<file path="src/rtl/imem_loader_pkg.sv">
// Shared definitions for the instruction-memory boot loader.
// Holds the loader FSM state type, the word geometry and the word-to-byte address helper.
package imem_loader_pkg;

  typedef enum logic [2:0] {
    StIdle,
    StLenHi,
    StLenLo,
    StData,
    StDone,
    StErr
  } state_e;

  localparam int unsigned BytesPerWord = 4;
  localparam int unsigned AsmCntW      = $clog2(BytesPerWord);

  // Instruction memory is byte addressed; words sit on 4-byte boundaries.
  function automatic logic [31:0] word_addr(input logic [31:0] idx);
    return idx << 2;
  endfunction

endpackage

</file>
<file path="src/rtl/imem_loader_byte_assembler.sv">
// Packs a byte stream into 32-bit big-endian words.
// Ports:
//   clk_i, rst_i   clock and synchronous active-high reset
//   clr_i          discard any partial word
//   byte_valid_i   byte_i is consumed this cycle
//   byte_i         stream byte
//   word_valid_o   this cycle's byte completes a word (combinational)
//   word_o         completed word, first byte in [31:24]
module imem_loader_byte_assembler
  import imem_loader_pkg::*;
(
  input  logic        clk_i,
  input  logic        rst_i,
  input  logic        clr_i,
  input  logic        byte_valid_i,
  input  logic [7:0]  byte_i,
  output logic        word_valid_o,
  output logic [31:0] word_o
);

  logic [AsmCntW-1:0] cnt_q, cnt_d;
  logic [23:0]        shift_q, shift_d;

  always_comb begin
    cnt_d        = cnt_q;
    shift_d      = shift_q;
    word_valid_o = !clr_i && byte_valid_i && (cnt_q == AsmCntW'(BytesPerWord - 1));
    word_o       = {shift_q, byte_i};
    if (clr_i) begin
      cnt_d   = '0;
      shift_d = '0;
    end else if (byte_valid_i) begin
      // Counter wraps to 0 after the 4th byte, ready for the next word.
      cnt_d   = cnt_q + AsmCntW'(1);
      shift_d = {shift_q[15:0], byte_i};
    end
  end

  always_ff @(posedge clk_i) begin
    if (rst_i) begin
      cnt_q   <= '0;
      shift_q <= '0;
    end else begin
      cnt_q   <= cnt_d;
      shift_q <= shift_d;
    end
  end

endmodule

</file>
<file path="src/rtl/imem_loader.sv">
// Boot-time instruction-memory loader.
// Accepts a 2-byte big-endian word count followed by 4*N program bytes, writes the assembled
// words to consecutive word addresses starting at 0, then raises core_run to release the core.
// Ports:
//   clk, rst            clock and synchronous active-high reset
//   start               begin a load (honoured only when idle, done or in error)
//   in_byte, in_valid   byte stream; in_ready says the byte is taken this cycle
//   wr_en/addr/data     one-cycle instruction-memory write port
//   word_count          words written in the current load
//   busy                load in progress
//   done, err           sticky completion / oversize-header flags
//   core_run            pipeline may fetch
module imem_loader
  import imem_loader_pkg::*;
#(
  parameter int unsigned DEPTH = 64,
  parameter int unsigned CNT_W = 16
) (
  input  logic             clk,
  input  logic             rst,
  input  logic             start,
  input  logic [7:0]       in_byte,
  input  logic             in_valid,
  output logic             in_ready,
  output logic             wr_en,
  output logic [31:0]      wr_addr,
  output logic [31:0]      wr_data,
  output logic [CNT_W-1:0] word_count,
  output logic             busy,
  output logic             done,
  output logic             err,
  output logic             core_run
);

  state_e           state_q, state_d;
  logic [15:0]      len_q, len_d;
  logic [CNT_W-1:0] word_count_q, word_count_d;
  logic             wr_en_q, wr_en_d;
  logic [31:0]      wr_addr_q, wr_addr_d;
  logic [31:0]      wr_data_q, wr_data_d;
  logic             done_q, done_d;
  logic             err_q, err_d;
  logic             core_run_q, core_run_d;

  logic        xfer;
  logic        start_ok;
  logic        asm_valid;
  logic [31:0] asm_word;
  logic [15:0] hdr_len;
  logic        last_word;

  assign in_ready  = (state_q == StLenHi) || (state_q == StLenLo) || (state_q == StData);
  assign xfer      = in_valid && in_ready;
  assign start_ok  = start && ((state_q == StIdle) || (state_q == StDone) || (state_q == StErr));
  assign hdr_len   = {len_q[15:8], in_byte};
  assign last_word = (word_count_q + CNT_W'(1)) == CNT_W'(len_q);

  imem_loader_byte_assembler u_asm (
    .clk_i        (clk),
    .rst_i        (rst),
    .clr_i        (start_ok),
    .byte_valid_i (xfer && (state_q == StData)),
    .byte_i       (in_byte),
    .word_valid_o (asm_valid),
    .word_o       (asm_word)
  );

  always_comb begin
    state_d      = state_q;
    len_d        = len_q;
    word_count_d = word_count_q;
    wr_en_d      = 1'b0;
    wr_addr_d    = wr_addr_q;
    wr_data_d    = wr_data_q;
    done_d       = done_q;
    err_d        = err_q;
    core_run_d   = core_run_q;
    case (state_q)
      StIdle, StDone, StErr: begin
        if (start_ok) begin
          state_d      = StLenHi;
          len_d        = '0;
          word_count_d = '0;
          done_d       = 1'b0;
          err_d        = 1'b0;
          core_run_d   = 1'b0;
        end
      end
      StLenHi: begin
        if (xfer) begin
          len_d   = {in_byte, 8'h00};
          state_d = StLenLo;
        end
      end
      StLenLo: begin
        if (xfer) begin
          len_d = hdr_len;
          if (hdr_len == 16'h0000) begin
            state_d    = StDone;
            done_d     = 1'b1;
            core_run_d = 1'b1;
          end else if (32'(hdr_len) > DEPTH) begin
            state_d = StErr;
            err_d   = 1'b1;
          end else begin
            state_d = StData;
          end
        end
      end
      StData: begin
        if (asm_valid) begin
          wr_en_d      = 1'b1;
          wr_addr_d    = word_addr(32'(word_count_q));
          wr_data_d    = asm_word;
          word_count_d = word_count_q + CNT_W'(1);
          if (last_word) begin
            state_d    = StDone;
            done_d     = 1'b1;
            core_run_d = 1'b1;
          end
        end
      end
      default: state_d = StIdle;
    endcase
  end

  always_ff @(posedge clk) begin
    if (rst) begin
      state_q      <= StIdle;
      len_q        <= '0;
      word_count_q <= '0;
      wr_en_q      <= 1'b0;
      wr_addr_q    <= '0;
      wr_data_q    <= '0;
      done_q       <= 1'b0;
      err_q        <= 1'b0;
      core_run_q   <= 1'b0;
    end else begin
      state_q      <= state_d;
      len_q        <= len_d;
      word_count_q <= word_count_d;
      wr_en_q      <= wr_en_d;
      wr_addr_q    <= wr_addr_d;
      wr_data_q    <= wr_data_d;
      done_q       <= done_d;
      err_q        <= err_d;
      core_run_q   <= core_run_d;
    end
  end

  assign busy       = in_ready;
  assign wr_en      = wr_en_q;
  assign wr_addr    = wr_addr_q;
  assign wr_data    = wr_data_q;
  assign word_count = word_count_q;
  assign done       = done_q;
  assign err        = err_q;
  assign core_run   = core_run_q;

endmodule

</file>
<file path="config.mk">
export PLATFORM = sky130hd
export DESIGN_NAME = imem_loader
export DESIGN_NICKNAME = d
export VERILOG_FILES = /design/src/rtl/imem_loader_pkg.sv /design/src/rtl/imem_loader_byte_assembler.sv /design/src/rtl/imem_loader.sv
export SDC_FILE = /design/constraint.sdc
export NUM_CORES = 1
export LEC_CHECK = 0
export CAP_MARGIN = 10
export CORE_ASPECT_RATIO = 1.25
export CORE_MARGIN = 2
export CORE_UTILIZATION = 54
export CTS_BUF_LIST = sky130_fd_sc_hd__clkbuf_2 sky130_fd_sc_hd__clkbuf_4 sky130_fd_sc_hd__clkbuf_8
export DETAILED_ROUTE_END_ITERATION = 16
export PLACE_DENSITY_LB_ADDON = 0.12
export SLEW_MARGIN = 20
export SYNTH_ARGS = -nofsm -noshare
export SYNTH_HDL_FRONTEND = slang
export SYNTH_SLANG_ARGS = --single-unit
</file>
<file path="constraint.sdc">
create_clock -name clk -period 3.1 [get_ports clk]
set_input_delay 0.465 -clock clk [delete_from_list [all_inputs] [get_ports clk]]
set_output_delay 0.465 -clock clk [all_outputs]
set_load 0.005 [all_outputs]
</file>
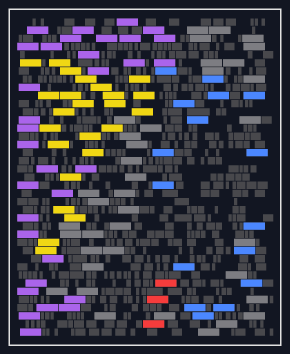
ff_map.png
(3 px per um) Other sequential cells in the stronger grey, the rest of the logic in the fainter grey.
Key: `state_q` = red [flops 3]; `u_asm.shift_q` = yellow [flops 24]; `word_count` = blue [flops 16]; `wr_data` = purple [flops 32]
Seq. pwr: 1540 uW
fraction of area in registers: 37.5%
utilization after layout: 66.0%

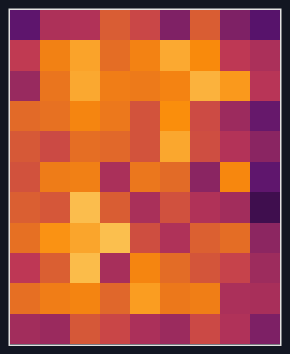
util_map.png
(3 px per um) 9 x 11 tiles, from black (low) to pale yellow (high), 0 to 100% covered.
The fullest tile reaches 86%. The emptiest ninth of the die: right middle. 13% of the tiles are over 75% full.
Floorplan Utilization: 55.0%
standard cell core area: 9080 um2

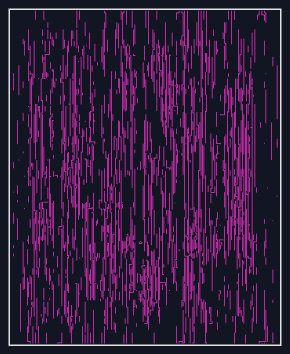
m2.png
(3 px per um)
The wires run mostly vertical. The longest straight run is 59.8 um.

-- sequential cells by signal, summed over array words and instances (netlist names) --
| name | count |
|---|---|
| core_run | 1 |
| err | 1 |
| len_q | 16 |
| state_q | 3 |
| u_asm.cnt_q | 2 |
| u_asm.shift_q | 24 |
| word_count | 16 |
| wr_addr | 16 |
| wr_data | 32 |
| wr_en | 1 |
-- cells by family (layout without fill, tap and decap cells) --
group                    Yosys count  after routing  share of synthesized area, %
AND-OR/OR-AND                    148            148                          17.0
XOR/XNOR                          22             22                          3.86
adder cells (fa/ha/maj)            2              2                         0.502
buffers and inverters             72            117                          7.07
flip-flops                       112            112                          44.9
multiplexers                       3              3                         0.702
other                              1             16                        0.0752
AND/OR/NAND/NOR                  298            298                          25.9
-- final timing paths --
path                      start          to  cells past startpoint
setup / recovery  word_count[3]  state_q[2]                      7
hold / removal       wr_addr[9]  wr_addr[9]                      2
setup reg to reg  word_count[3]  state_q[2]                      7
hold reg to reg      wr_addr[9]  wr_addr[9]                      2
-- final cells by class --
type	count	share of cell area, %
Clock buffer	9	2.07
Clock inverter	7	1.23
Inverter	5	0.313
Multi-Input combinational cell	489	41.0
Sequential cell	112	37.5
Tap cell	123	2.57
Timing Repair Buffer	96	15.3
-- worst max-delay path: stages, from the launching register on --
cell and delay [ps]:
sky130_fd_sc_hd__dfxtp_1 660, sky130_fd_sc_hd__nand4_4 240, sky130_fd_sc_hd__nor4_1 570, sky130_fd_sc_hd__xnor2_1 180, sky130_fd_sc_hd__o2111ai_1 150, sky130_fd_sc_hd__a2111oi_2 320, sky130_fd_sc_hd__a21o_2 230, sky130_fd_sc_hd__mux2_4 290
-- metal layers --
layer / share of wire [%] / global-route usage, %
met1: 43 / 32.5
met2: 49 / 43.7
met3: 4.0 / 3.92
met4: 4.1 / 14.1
met5: 0 / 0
==> impl_table.tex <==
% Auto-generated results table
\begin{tabular}{lr}
\hline
Metric & Value \\
\hline
\multicolumn{2}{l}{\textbf{Outcome}} \\
Result of the run & complete, no violations \\
\multicolumn{2}{l}{\textbf{Min path}} \\
Tightest Hold Check Type & flip-flop to flip-flop \\
\multicolumn{2}{l}{\textbf{Run}} \\
Tool warnings & 26 \\
Count of maximum capacitance violations & 0 \\
\multicolumn{2}{l}{\textbf{Worst setup path}} \\
Data arrival time at the worst-slack endpoint & 3030 ps \\
Critical setup path kind & flip-flop to flip-flop \\
Nature of the critical path startpoint & flip-flop \\
Critical path fanouts, max & 14 \\
Critical Path RT & roughly 3400 ps \\
Slack of the worst reg-to-reg path & roughly 340 ps \\
Critical Path Sink Type & flip-flop \\
\multicolumn{2}{l}{\textbf{Pwr}} \\
Leak Pwr & 0.00197 uW \\
Internal power summed over all cells & about 2000 uW \\
Worst vdd rail ir drop & a little over 0.3 mV \\
Switching power share of the total & around a third \\
Ratio of total power to cell area & between 400 and 500 nW/um2 \\
Relative contribution of sequential cells to total power & 52.5\% \\
Comb power & 532 uW \\
Design Power & $\sim$2900 uW \\
Switching pwr & between 900 and 1000 uW \\
Power dissipated in the clock network & between 800 and 900 uW \\
Top Consumer & registers \\
Combinational power share & about 18\% \\
Fraction of power consumed by the clock network & just under 30\% \\
\multicolumn{2}{l}{\textbf{Placed design}} \\
Placement Cell Area & slightly below 6000 um2 \\
Placed Instances & 825 \\
GPL Wtd Cong & 0.918 \\
Placement Setup Slack & approximately 350 ps \\
HPWL reported at the end of detailed placement & around 9000 um \\
Port Buffer Count & 81 \\
\multicolumn{2}{l}{\textbf{Final layout}} \\
Fill cell count & between 800 and 900 \\
Fin area & about 6000 um2 \\
Area occupied by multi-input gates & roughly 2500 um2 \\
Storage cell area & about 2200 um2 \\
Total inserted antenna cells & 0 \\
Fin cells & about 840 \\
Post-synthesis to final-layout area growth & 20.0\% \\
Commonest non-fill, non-tap cell in the layout & sky130\_fd\_sc\_hd\_\_nand2\_1 \\
Most frequent cells in the layout & sky130\_fd\_sc\_hd\_\_nand2\_1, sky130\_fd\_sc\_hd\_\_dfxtp\_1, sky130\_fd\_sc\_hd\_\_a21oi\_1, sky130\_fd\_sc\_hd\_\_clkdlybuf4s50\_1, sky130\_fd\_sc\_hd\_\_nor2\_1 \\
Fin nets & roughly 730 \\
Layout cells sized above 1 & under 10\% \\
\multicolumn{2}{l}{\textbf{Detailed routing}} \\
Number of detailed-routing iterations run before antenna repair & 4 \\
Vias after detailed routing & between 4k and 5k \\
Sum of routed wire length over all layers & roughly 13000 um \\
Tally of nets with antenna violations remaining after routing & 0 \\
Vias/cell & around 5.6 \\
WL per Instance & 15.4 um \\
Initial DRC count & between 200 and 250 \\
Post-route DRC violation count & 0 \\
\multicolumn{2}{l}{\textbf{Global route}} \\
Overall fraction of global-route tracks in use & a little over a quarter \\
Number of global-route vias before repair & about 4.4k \\
First-pass GRT wire length & 21300 um \\
Number of antenna violations at the first check in global routing & 0 \\
Global route total overflow & 0 \\
Largest net degree at the start of global routing & around 60 \\
\multicolumn{2}{l}{\textbf{Clock tree}} \\
TritonCTS clock tree & built \\
Number of clock buffers inserted by TritonCTS & 9 \\
Cell resize tally after clock tree synthesis & 0 \\
Clock sink count & around 110 \\
Clock root buffer & sky130\_fd\_sc\_hd\_\_clkbuf\_8 \\
H-Tree Depth & 3 \\
Number of buffers inserted by hold repair at cts & 0 \\
Post CTS Setup Buffer Count & 0 \\
Max Root-Sink Buffers & 2 \\
Clock insertion delay at the later pin of the skew report & between 300 and 400 ps \\
Clk slew on worst S/H paths & 120 ps \\
\multicolumn{2}{l}{\textbf{STA}} \\
Slew @ Worst Pin & approximately 630 ps \\
Unrepaired setup endpoints after global routing & false \\
Smallest hold slack & $\sim$460 ps \\
Post-Route Skew & roughly 10 ps \\
Max-slew violations & 0 \\
Time the worst path needs with I/O delays and setup & $\sim$2800 ps \\
Max transition margin & 57.6\% \\
Final worst-path cycle share & just under 90\% \\
Number of setup violations in the final report & 0 \\
Final setup margin & between 300 and 400 ps \\
Count of endpoints failing hold in the final timing report & 0 \\
Top achievable clock speed & between 0.3 and 0.4 GHz \\
Final TNS setup & 0 ps \\
\multicolumn{2}{l}{\textbf{Logic synthesis}} \\
Number of instances in the synthesized netlist & between 600 and 700 \\
Cell Type Count & $\sim$54 \\
Syn\_area\_per\_cell & approximately 7.6 um2 \\
Netlist area before placement & around 5000 um2 \\
Count of yosys warnings during synthesis & 0 \\
Post-synthesis async set-or-reset flop share & 0\% \\
Area share of the leading cell type in the synthesized netlist & between 40\% and 50\% \\
Post-synth area from yosys stat & between 4000 and 5000 um2 \\
Main area contributors after synthesis & sky130\_fd\_sc\_hd\_\_dfxtp\_1, sky130\_fd\_sc\_hd\_\_nand2\_1, sky130\_fd\_sc\_hd\_\_a21oi\_1 \\
Cell type contributing the most total cell area after synthesis & sky130\_fd\_sc\_hd\_\_dfxtp\_1 \\
Synth Flop Type & sky130\_fd\_sc\_hd\_\_dfxtp\_1 \\
Cell with the most instances after synthesis & sky130\_fd\_sc\_hd\_\_nand2\_1 \\
Yosys cell count & 658 \\
Synthesis-stage register bit count & about 110 \\
Sequential cell area fraction in the yosys report & between 40\% and 50\% \\
Leading post-synthesis cells by instance count & sky130\_fd\_sc\_hd\_\_nand2\_1, sky130\_fd\_sc\_hd\_\_dfxtp\_1, sky130\_fd\_sc\_hd\_\_a21oi\_1 \\
Count of library flops with an enable pin & 0 \\
\multicolumn{2}{l}{\textbf{Floorplanning}} \\
Die extent in x & approximately 90 um \\
Chip height & 111 um \\
I/O pins & between 90 and 100 \\
Chip area & between 10000 and 15000 um2 \\
Num rows & 39 \\
\hline
\end{tabular}
Power and IR drop assume default switching activity.
